### Routed metal, one colour a layer, run 1

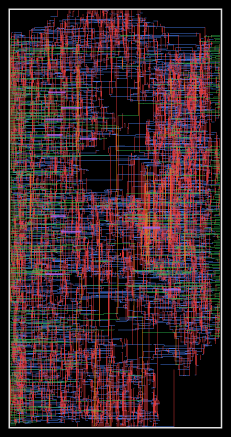
### Placement density heat map, run 1

The die is cut into 19 by 37 equal tiles; white is low, dark blue is high, 0 to 100% covered.
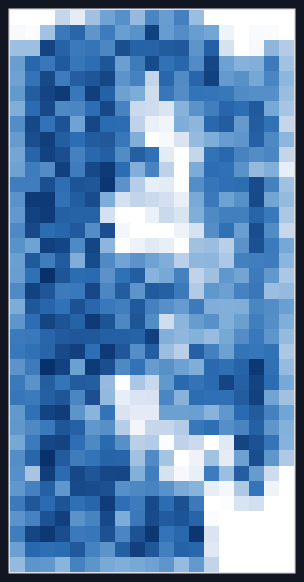
### Routing congestion map, run 1

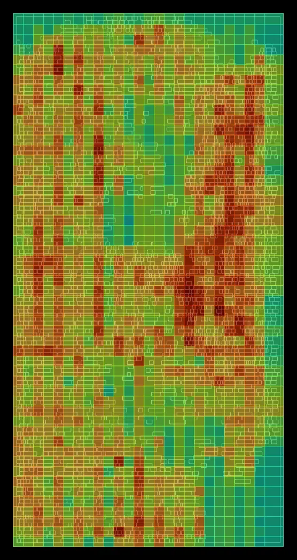
==> src/rtl/wb_commit_pkg.sv <==
// Shared types for the multi-lane writeback/commit stage: per-lane control word
// and the state classification helpers used at retirement.
package wb_commit_pkg;

    typedef enum logic [3:0] {
        s_idle, s_fetch, s_lui, s_aupic, s_jal, s_jalr,
        s_br, s_load, s_store, s_ri, s_rr, s_trap
    } state_e;

    typedef struct packed {
        state_e      state;
        logic [31:0] pc;
        logic [4:0]  rd_s;
        logic [31:0] rd_v;
        logic        imem_stall;
    } contw_t;

    function automatic logic is_retiring(state_e s);
        return s inside {s_lui, s_aupic, s_jal, s_jalr, s_br, s_load, s_store, s_ri, s_rr};
    endfunction

    function automatic logic is_reg_writer(state_e s);
        return is_retiring(s) && !(s inside {s_br, s_store});
    endfunction

endpackage

==> src/rtl/wb_commit_if.sv <==
// MEM-facing group handshake plus regfile/RVFI retirement outputs of wb_commit.
interface wb_commit_if
    import wb_commit_pkg::*;
#(
    parameter int unsigned LANES   = 2,
    parameter int unsigned ORDER_W = 64
) ();

    logic   [LANES-1:0]              wb_valid;
    contw_t [LANES-1:0]              wb_pkt;
    logic                            wb_ready;
    logic                            flush;
    logic                            commit_stall;
    logic   [LANES-1:0]              regf_we;
    logic   [LANES-1:0][4:0]         rd_s_wb;
    logic   [LANES-1:0][31:0]        rd_v_wb;
    logic   [LANES-1:0]              commit;
    logic   [LANES-1:0][ORDER_W-1:0] rvfi_order;
    contw_t [LANES-1:0]              contw_rvfi;

    modport master (
        output wb_valid, wb_pkt, flush, commit_stall,
        input  wb_ready, regf_we, rd_s_wb, rd_v_wb, commit, rvfi_order, contw_rvfi
    );

    modport slave (
        input  wb_valid, wb_pkt, flush, commit_stall,
        output wb_ready, regf_we, rd_s_wb, rd_v_wb, commit, rvfi_order, contw_rvfi
    );

endinterface

==> src/rtl/wb_commit_group_fifo.sv <==
// DEPTH-entry FIFO of whole retirement groups; flush empties it in one cycle.
module wb_commit_group_fifo #(
    parameter int unsigned DEPTH = 4,
    parameter int unsigned WIDTH = 8
) (
    input  logic                     clk,
    input  logic                     rst_n,
    input  logic                     i_push,
    input  logic                     i_pop,
    input  logic                     i_flush,
    input  logic [WIDTH-1:0]         i_data,
    output logic [WIDTH-1:0]         o_head,
    output logic [$clog2(DEPTH):0]   o_count
);

    localparam int unsigned PtrW = $clog2(DEPTH);

    logic [WIDTH-1:0] r_mem [DEPTH];
    logic [PtrW-1:0]  r_wptr;
    logic [PtrW-1:0]  r_rptr;
    logic [PtrW:0]    r_count;

    // Pointers wrap naturally because DEPTH is a power of two.
    always_ff @(posedge clk or negedge rst_n) begin
        if (!rst_n) begin
            r_wptr  <= '0;
            r_rptr  <= '0;
            r_count <= '0;
        end else if (i_flush) begin
            r_wptr  <= '0;
            r_rptr  <= '0;
            r_count <= '0;
        end else begin
            if (i_push) r_wptr <= r_wptr + PtrW'(1);
            if (i_pop)  r_rptr <= r_rptr + PtrW'(1);
            r_count <= r_count + (PtrW+1)'(i_push) - (PtrW+1)'(i_pop);
        end
    end

    always_ff @(posedge clk) begin
        if (i_push && !i_flush) r_mem[r_wptr] <= i_data;
    end

    assign o_head  = r_mem[r_rptr];
    assign o_count = r_count;

endmodule

==> src/rtl/wb_commit.sv <==
// Multi-lane writeback/commit: buffers MEM groups, retires one group per cycle
// to the regfile write ports and RVFI with a running order counter.
module wb_commit
    import wb_commit_pkg::*;
#(
    parameter int unsigned LANES   = 2,
    parameter int unsigned DEPTH   = 4,
    parameter int unsigned ORDER_W = 64
) (
    input  logic        clk,
    input  logic        rst_n,
    wb_commit_if.slave  io_bus
);

    typedef struct packed {
        logic   [LANES-1:0] live;
        contw_t [LANES-1:0] pkt;
    } group_t;

    localparam int unsigned GroupW = $bits(group_t);

    group_t               w_in_group;
    group_t               w_head;
    logic [$clog2(DEPTH):0] w_count;
    logic                 w_empty;
    logic                 w_full;
    logic                 w_pop;
    logic                 w_push;
    logic                 w_ready;
    logic [LANES-1:0]     w_commit;
    logic [LANES-1:0]     w_we_raw;
    logic [LANES-1:0]     w_we;
    logic [ORDER_W-1:0]   w_order_d;
    logic [ORDER_W-1:0]   r_order_q;

    always_comb begin
        w_in_group.pkt = io_bus.wb_pkt;
        for (int unsigned i = 0; i < LANES; i++) begin
            w_in_group.live[i] = io_bus.wb_valid[i] && !io_bus.wb_pkt[i].imem_stall;
        end
    end

    assign w_empty = (w_count == '0);
    assign w_full  = (w_count == ($clog2(DEPTH)+1)'(DEPTH));
    assign w_pop   = !w_empty && !io_bus.commit_stall && !io_bus.flush;
    assign w_ready = !w_full || w_pop;
    // Groups with no live lane are acknowledged but never buffered.
    assign w_push  = (|io_bus.wb_valid) && w_ready && !io_bus.flush && (|w_in_group.live);

    wb_commit_group_fifo #(
        .DEPTH (DEPTH),
        .WIDTH (GroupW)
    ) u_fifo (
        .clk     (clk),
        .rst_n   (rst_n),
        .i_push  (w_push),
        .i_pop   (w_pop),
        .i_flush (io_bus.flush),
        .i_data  (w_in_group),
        .o_head  (w_head),
        .o_count (w_count)
    );

    always_comb begin
        w_commit = '0;
        w_we_raw = '0;
        for (int unsigned i = 0; i < LANES; i++) begin
            w_commit[i] = w_pop && w_head.live[i] && is_retiring(w_head.pkt[i].state);
            w_we_raw[i] = w_commit[i] && is_reg_writer(w_head.pkt[i].state)
                          && (w_head.pkt[i].rd_s != 5'd0);
        end
        // Within a group the highest lane wins a shared destination.
        w_we = w_we_raw;
        for (int unsigned i = 0; i < LANES; i++) begin
            for (int unsigned j = i + 1; j < LANES; j++) begin
                if (w_we_raw[i] && w_we_raw[j] && (w_head.pkt[i].rd_s == w_head.pkt[j].rd_s)) begin
                    w_we[i] = 1'b0;
                end
            end
        end
    end

    always_comb begin
        logic [ORDER_W-1:0] run;
        run = r_order_q;
        for (int unsigned i = 0; i < LANES; i++) begin
            io_bus.rvfi_order[i] = w_pop ? run : '0;
            io_bus.rd_s_wb[i]    = w_pop ? w_head.pkt[i].rd_s : 5'd0;
            io_bus.rd_v_wb[i]    = w_pop ? w_head.pkt[i].rd_v : 32'd0;
            io_bus.contw_rvfi[i] = w_commit[i] ? w_head.pkt[i] : '0;
            if (w_commit[i]) run = run + ORDER_W'(1);
        end
        w_order_d = run;
    end

    always_ff @(posedge clk or negedge rst_n) begin
        if (!rst_n) r_order_q <= '0;
        else        r_order_q <= w_order_d;
    end

    assign io_bus.wb_ready = w_ready;
    assign io_bus.commit   = w_commit;
    assign io_bus.regf_we  = w_we;

endmodule

==> src/flat_wrapper.sv <==
// flat-port wrapper written by rule: the top's interface ports become plain ports
module wb_commit_flat import wb_commit_pkg::*;
#(
    parameter int unsigned LANES   = 2,
    parameter int unsigned DEPTH   = 4,
    parameter int unsigned ORDER_W = 64
)
  (clk, rst_n, io_bus_wb_valid, io_bus_wb_pkt, io_bus_flush, io_bus_commit_stall, io_bus_wb_ready, io_bus_regf_we, io_bus_rd_s_wb, io_bus_rd_v_wb, io_bus_commit, io_bus_rvfi_order, io_bus_contw_rvfi);
  wb_commit_if #(.LANES(LANES), .ORDER_W(ORDER_W)) io_bus_i ();
  input  logic clk;
  input  logic rst_n;
  input wire logic [$bits(io_bus_i.wb_valid)-1:0] io_bus_wb_valid;
  input wire logic [$bits(io_bus_i.wb_pkt)-1:0] io_bus_wb_pkt;
  input wire logic [$bits(io_bus_i.flush)-1:0] io_bus_flush;
  input wire logic [$bits(io_bus_i.commit_stall)-1:0] io_bus_commit_stall;
  output wire logic [$bits(io_bus_i.wb_ready)-1:0] io_bus_wb_ready;
  output wire logic [$bits(io_bus_i.regf_we)-1:0] io_bus_regf_we;
  output wire logic [$bits(io_bus_i.rd_s_wb)-1:0] io_bus_rd_s_wb;
  output wire logic [$bits(io_bus_i.rd_v_wb)-1:0] io_bus_rd_v_wb;
  output wire logic [$bits(io_bus_i.commit)-1:0] io_bus_commit;
  output wire logic [$bits(io_bus_i.rvfi_order)-1:0] io_bus_rvfi_order;
  output wire logic [$bits(io_bus_i.contw_rvfi)-1:0] io_bus_contw_rvfi;
  assign io_bus_i.wb_valid = io_bus_wb_valid;
  assign io_bus_i.wb_pkt = io_bus_wb_pkt;
  assign io_bus_i.flush = io_bus_flush;
  assign io_bus_i.commit_stall = io_bus_commit_stall;
  assign io_bus_wb_ready = io_bus_i.wb_ready;
  assign io_bus_regf_we = io_bus_i.regf_we;
  assign io_bus_rd_s_wb = io_bus_i.rd_s_wb;
  assign io_bus_rd_v_wb = io_bus_i.rd_v_wb;
  assign io_bus_commit = io_bus_i.commit;
  assign io_bus_rvfi_order = io_bus_i.rvfi_order;
  assign io_bus_contw_rvfi = io_bus_i.contw_rvfi;
  wb_commit #(.LANES(LANES), .DEPTH(DEPTH), .ORDER_W(ORDER_W)) u_core (.clk(clk), .rst_n(rst_n), .io_bus(io_bus_i));
endmodule
==> config.mk <==
export PLATFORM = sky130hd
export DESIGN_NAME = wb_commit_flat
export DESIGN_NICKNAME = d
export VERILOG_FILES = /design/src/rtl/wb_commit_pkg.sv /design/src/rtl/wb_commit_if.sv /design/src/rtl/wb_commit_group_fifo.sv /design/src/rtl/wb_commit.sv /design/src/flat_wrapper.sv
export SDC_FILE = /design/constraint.sdc
export NUM_CORES = 1
export LEC_CHECK = 0
export CORE_ASPECT_RATIO = 2
export CORE_MARGIN = 2
export CORE_UTILIZATION = 45
export CTS_CLUSTER_SIZE = 20
export DETAILED_ROUTE_END_ITERATION = 8
export PLACE_DENSITY = 0.75
export SYNTH_ARGS = -nofsm -noshare
export SYNTH_HDL_FRONTEND = slang
export SYNTH_HIERARCHICAL = 1
export SYNTH_SLANG_ARGS = --single-unit
==> constraint.sdc <==
create_clock -name clk -period 4.91 [get_ports clk]
set_clock_uncertainty 0.15 [all_clocks]
set_input_delay 0.982 -clock clk [delete_from_list [all_inputs] [get_ports clk]]
set_output_delay 0.982 -clock clk [all_outputs]
set_load 0.01 [all_outputs]
==> reports/metrics.cfg, run 1 <==
[run_status]
outcome = complete, but fails checks
violations = setup timing

[critical_path]
worstSetupPathType = reg -> out
endpoint = io_bus_rvfi_order[126]
critPathMaxFanout = 8
r2r_slack_ns = 0.12
startpoint_type = register
max_stage_delay_ns = 0.56

[global_routing]
grt_max_degree = 133
overflow = 0

[cts]
clkLatencyLatePin_ns = 0.62
cts_tree = yes
clk_pin_slew_ns = 0.07
cts-buffers-inserted = 58
cts_root_buffer = clkbuf_16

[detailed_routing]
met1_length_um = 33900
detail_route.first_pass.iterations = 5
top_layer_used = met5
drc = 0

[power_and_ir_drop]
p_leak_nw = 14.76
vdd_ir_drop_max_mv = 0.3249

[yosys]
topCombFamilyByArea = simple AND/OR/NAND/NOR gates
yosysChipArea_um2 = 29570
syn-mean-instance-area_um2 = 15.89
common_cells = edfxtp_1, and3_1, mux4_2
ys_seq_frac = 0.6694
synthCells = 1861

[final_timing]
setup_tns_ns = -0.1149
setup_viol = 3
worstMarginPinSlew_ns = 0.7448
hold_violations = 0
worst_slack_ns = -0.06235

[final_layout]
nClkBuffers = 66
seqCellArea_um2 = 19800
layout.area.comb_um2 = 9732
fin_cells = 3481
comb_cells = 1050
antenna_cells = 3

[floorplanning]
die_h_um = 366.5
n_tap_cell = 877

[place]
dp_slack_ns = -0.3392
place_area_um2 = 36890

Notes on 'Routed metal, one colour a layer' above:
| colour | layer | wire length |
|---|---|---|
| purple | M5 | 140 µm |
| green | M3 | 9320 µm |
| orange | M4 | 2020 µm |
| red | M2 | 42.4 mm |
| blue | M1 | 33.9 mm |
Overall Global Routing Usage: 0.2503
via count: 19920
final WL: 87730 µm
routed length per placed instance: 25.20 µm

Notes on 'Placement density heat map' above:
tiles over 75% full: 31%
nearly empty tiles: 7.7%
emptiest ninth of the die: lower right
mean over tiles: 57%
fullest tile: 100%
Util after Layout: 0.6119
Core ar.: 65400 µm²
Core Util at FP: 0.4521

Notes on 'Routing congestion map' above:
met2 Usage GRT: 0.4075
met1 Use GR: 0.3224
GR Layer Usage met3: 0.08539
GRT busiest layer: met2

[run 1: worst max-delay path, delay by kind of cell (launching register included)]
family | cells | cell delay, ns
buffers and inverters | 5 | 0.63
XOR/XNOR | 1 | 0.18
multiplexers | 1 | 0.56
AND-OR/OR-AND | 2 | 0.69
flip-flops | 1 | 0.51
AND/OR/NAND/NOR | 4 | 0.64
[run 1: power by group]
group	internal, mW	switching (mW)
clock network	2.71	2.06
registers	6.34	0.0839
logic	1.04	1.21
total	10.1	3.35
[run 1: timing repair]
| action | CTS | global route |
|---|---|---|
| resized | 165 | 111 |
| gates cloned | 1 | 6 |
| pin swaps | 17 | 25 |
| endpoints found under the setup margin | 198 | 125 |
| buffers inserted | 14 | 29 |
| hold buffers | 0 | 0 |
[run 1: sequential cells by signal, summed over array words and instances, names as in the netlist]
signal                 cells
u_core/u_fifo/r_mem      600
u_core/r_order_q          64
u_core/u_fifo/o_count      3
u_core/u_fifo/r_rptr       2
u_core/u_fifo/r_wptr       2
[run 1: cell usage in the layout, fill, tap and decap left out, drive strengths merged, types with 7 or more instances in the layout]
master / Yosys / layout
edfxtp: 600 / 600
clkdlybuf4s50: 0 / 408
buf: 47 / 252
and3: 213 / 213
mux4: 150 / 150
nor2: 120 / 120
and2: 94 / 94
clkbuf: 69 / 80
dfrtp: 71 / 71
xnor2: 65 / 65
nand4: 60 / 60
xor2: 56 / 56
nand2: 50 / 50
dlygate4sd2: 0 / 40
nand3: 37 / 37
nor4: 35 / 35
dlymetal6s2s: 0 / 33
nor3: 32 / 32
inv: 24 / 29
clkinv: 0 / 22
or4: 18 / 18
or3: 12 / 12
bufinv: 0 / 10
and4: 9 / 9
a21oi: 9 / 9
ha: 8 / 8
o21ai: 7 / 7
nor2b: 7 / 7
==> inputs of run 2 (changes only) <==
- CORE_UTILIZATION: 45 -> 40
- PLACE_DENSITY: 0.75 -> 0.69
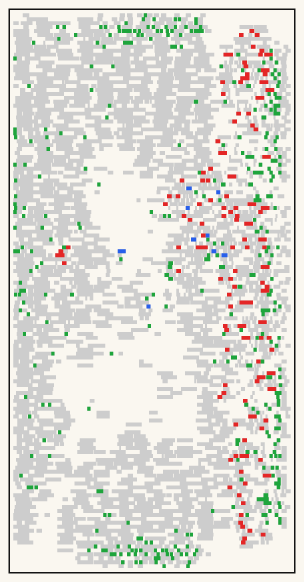
*Gate-type map, run 2*
| colour | family | cells |
|---|---|---|
| blue | non-inverting ao/oa cells | 9 |
| red | xor and xnor cells | 122 |
| green | and/or cells | 354 |
Final Non-Filler Cells: 3499
dominant logic cell type in the layout: edfxtp_1
combinational share of cell area: 0.2433

==> reports/metrics.cfg, run 2 <==
[global_routing]
grt_max_degree = 133  ; unchanged
overflow = 0  ; unchanged
track_usage = 0.2380  ; was 0.2503

[yosys]
synth_nets = 2024  ; unchanged
syn-mean-instance-area_um2 = 15.89  ; unchanged
synthCells = 1861  ; unchanged
edf_count = 600  ; unchanged
common_cells = edfxtp_1, and3_1, mux4_2  ; unchanged
yosysChipArea_um2 = 29570  ; unchanged
topCombFamilyByArea = simple AND/OR/NAND/NOR gates  ; unchanged
simple_gate_share = 0.1404  ; unchanged

[cts]
ctsHoldBuffers = 0  ; unchanged
cts-buffers-inserted = 56  ; was 58
clk_pin_slew_ns = 0.07  ; about the same
cts_root_buffer = clkbuf_16  ; unchanged
cts_tree = yes  ; unchanged
clkLatencyLatePin_ns = 0.61  ; was 0.62 ns

[power_and_ir_drop]
power_mw = 13.35  ; was 13.43 mW
p_sw_frac = 0.2435  ; was 0.2494
clockPowerShare = 0.354  ; was 0.355
switchingPower_mw = 3.250  ; was 3.350 mW
combPwrFrac = 0.165  ; was 0.167
pwr-share-seq = 0.481  ; was 0.478
power_density_nw_per_um2 = 335.9  ; was 335.6 nW/µm²
internal_power_mw = 10.10  ; was 10.08 mW
vdd_ir_drop_max_mv = 0.3628  ; was 0.3249 mV
p_leak_nw = 14.65  ; was 14.76 nW

[floorplanning]
die_h_um = 388.5  ; was 366.5 µm

[final_layout]
final_cell_mix = edfxtp_1, clkdlybuf4s50_1, and3_1  ; unchanged
postLayoutCellArea_um2 = 39740  ; was 40020 µm²
largest_register_ffs = 600  ; unchanged
drive_gt1_frac = 0.2232  ; was 0.2403

[detailed_routing]
routed_wl_um = 92310  ; was 87730 µm
num_vias = 19630  ; was 19920
drc = 0  ; unchanged
detail_route.first_pass.iterations = 7  ; was 5
routedWlPerCell_um = 26.38  ; was 25.20 µm

[final_timing]
worstMarginPinSlew_ns = 0.9448  ; was 0.7448 ns
worst_slack_ns = 0.03274  ; was -0.06235 ns
hold_violations = 0  ; unchanged
finalMaxSlewViolations = 0  ; unchanged
setup_viol = 0  ; was 3
setup_tns_ns = 0  ; was -0.1149 ns

[critical_path]
max_stage_delay_ns = 0.57  ; was 0.56 ns
critPathMostFrequentCell = buf_6  ; unchanged
path_delay_family = simple AND/OR/NAND/NOR gates  ; was AND-OR/OR-AND gates
r2r_slack_ns = 0.15  ; was 0.12 ns
cp.depth = 11  ; was 13
critPathMaxFanout = 6  ; was 8
worstSetupPathType = reg -> out  ; unchanged
endpoint = io_bus_rvfi_order[103]  ; was io_bus_rvfi_order[126]
startpoint_type = register  ; unchanged
crit_buf_inv = 4  ; was 5
crit_chain = mux4_2 > a21o_4 > a2111o_1 > clkinv_2 > nand4_1 > buf_6 > buf_6 > or4_4 > and2_4 > nor2_1 > buf_2  ; was mux4_2 > a21o_1 > a2111o_1 > inv_4 > buf_6 > nand3_4 > buf_8 > buf_6 > nor3_4 > and3_4 > xor2_4 > and2_4 > buf_6

[place]
dp_slack_ns = -0.2793  ; was -0.3392 ns
place_area_um2 = 36790  ; was 36890 µm²
dp_hpwl_um = 63960  ; was 59170 µm
numPortBuffers = 508  ; unchanged

[run_status]
outcome = finished, final reports clean  ; was complete, but fails checks

[flow_run]
warnings = 34  ; unchanged

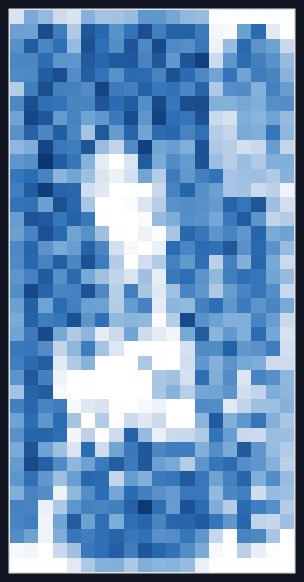
*Placement density heat map, run 2*
The die is cut into 20 by 39 equal tiles; white is low, dark blue is high, 0 to 100% covered.
tiles over 75% full: 19%
mean over tiles: 51%
fullest tile: 98%
emptiest ninth of the die: centre
nearly empty tiles: 8.5%
Core Util at FP: 0.4019
Util after Layout: 0.5402
Core ar.: 73570 µm²

## run 2: cell count changes in the layout (fill, tap and decap cells not counted), moves of 7 or more
cell,before,now
and3_1,205,212
and3_4,8,1
buf_4,203,183
buf_6,14,6
clkdlybuf4s50_1,408,423
dlygate4sd2_1,40,22
## run 2: layer usage
layer  routed length [µm]  part of all wire  vias to the layer above  global-route usage
li1                     -                 -                     8592                   -
met1                32450              0.35                     9986              0.2645
met2                48540              0.53                      834              0.4280
met3                 6410             0.069                      211             0.05266
met4                 4834             0.052                       10              0.1169
met5                   69           0.00075                        -                   0
## run 2: cells by family after synthesis
group | Yosys count
AND/OR/NAND/NOR | 716
flip-flops | 671
multiplexers | 154
buffers and inverters | 140
XOR/XNOR | 122
AND-OR/OR-AND | 49
adder cells (fa/ha/maj) | 9
## run 2: power groups by stage
| stage | combinational, mW | clock (mW) | sequential (mW) |
|---|---|---|---|
| floorplan | 1.17 | 0 | 6.50 |
| global placement | 2.01 | 0 | 6.53 |
| detailed placement | 2.07 | 0 | 6.54 |
| CTS | 2.18 | 4.86 | 6.41 |
| global route | 2.36 | 5.05 | 6.42 |
| finish | 2.20 | 4.73 | 6.42 |
## run 2: final cells by class
type | count | area [µm²]
inverter | 24 | 91.34
fill | 6029 | 33820
clock inverter | 31 | 449.2
clock buffer | 69 | 1493
timing repair buffer | 718 | 7059
multi-input combinational | 1050 | 9671
antenna | 7 | 17.52
tap | 929 | 1162
sequential | 671 | 19800
## run 2: what timing repair did
action | in CTS | in global routing
gates resized | 118 | 110
buffers inserted | 15 | 17
pin swaps | 10 | 17
setup endpoints to repair | 198 | 87
endpoints found under the hold margin | 0 | 0
gates cloned | 3 | 4
Power is estimated from default activity; no workload was simulated.
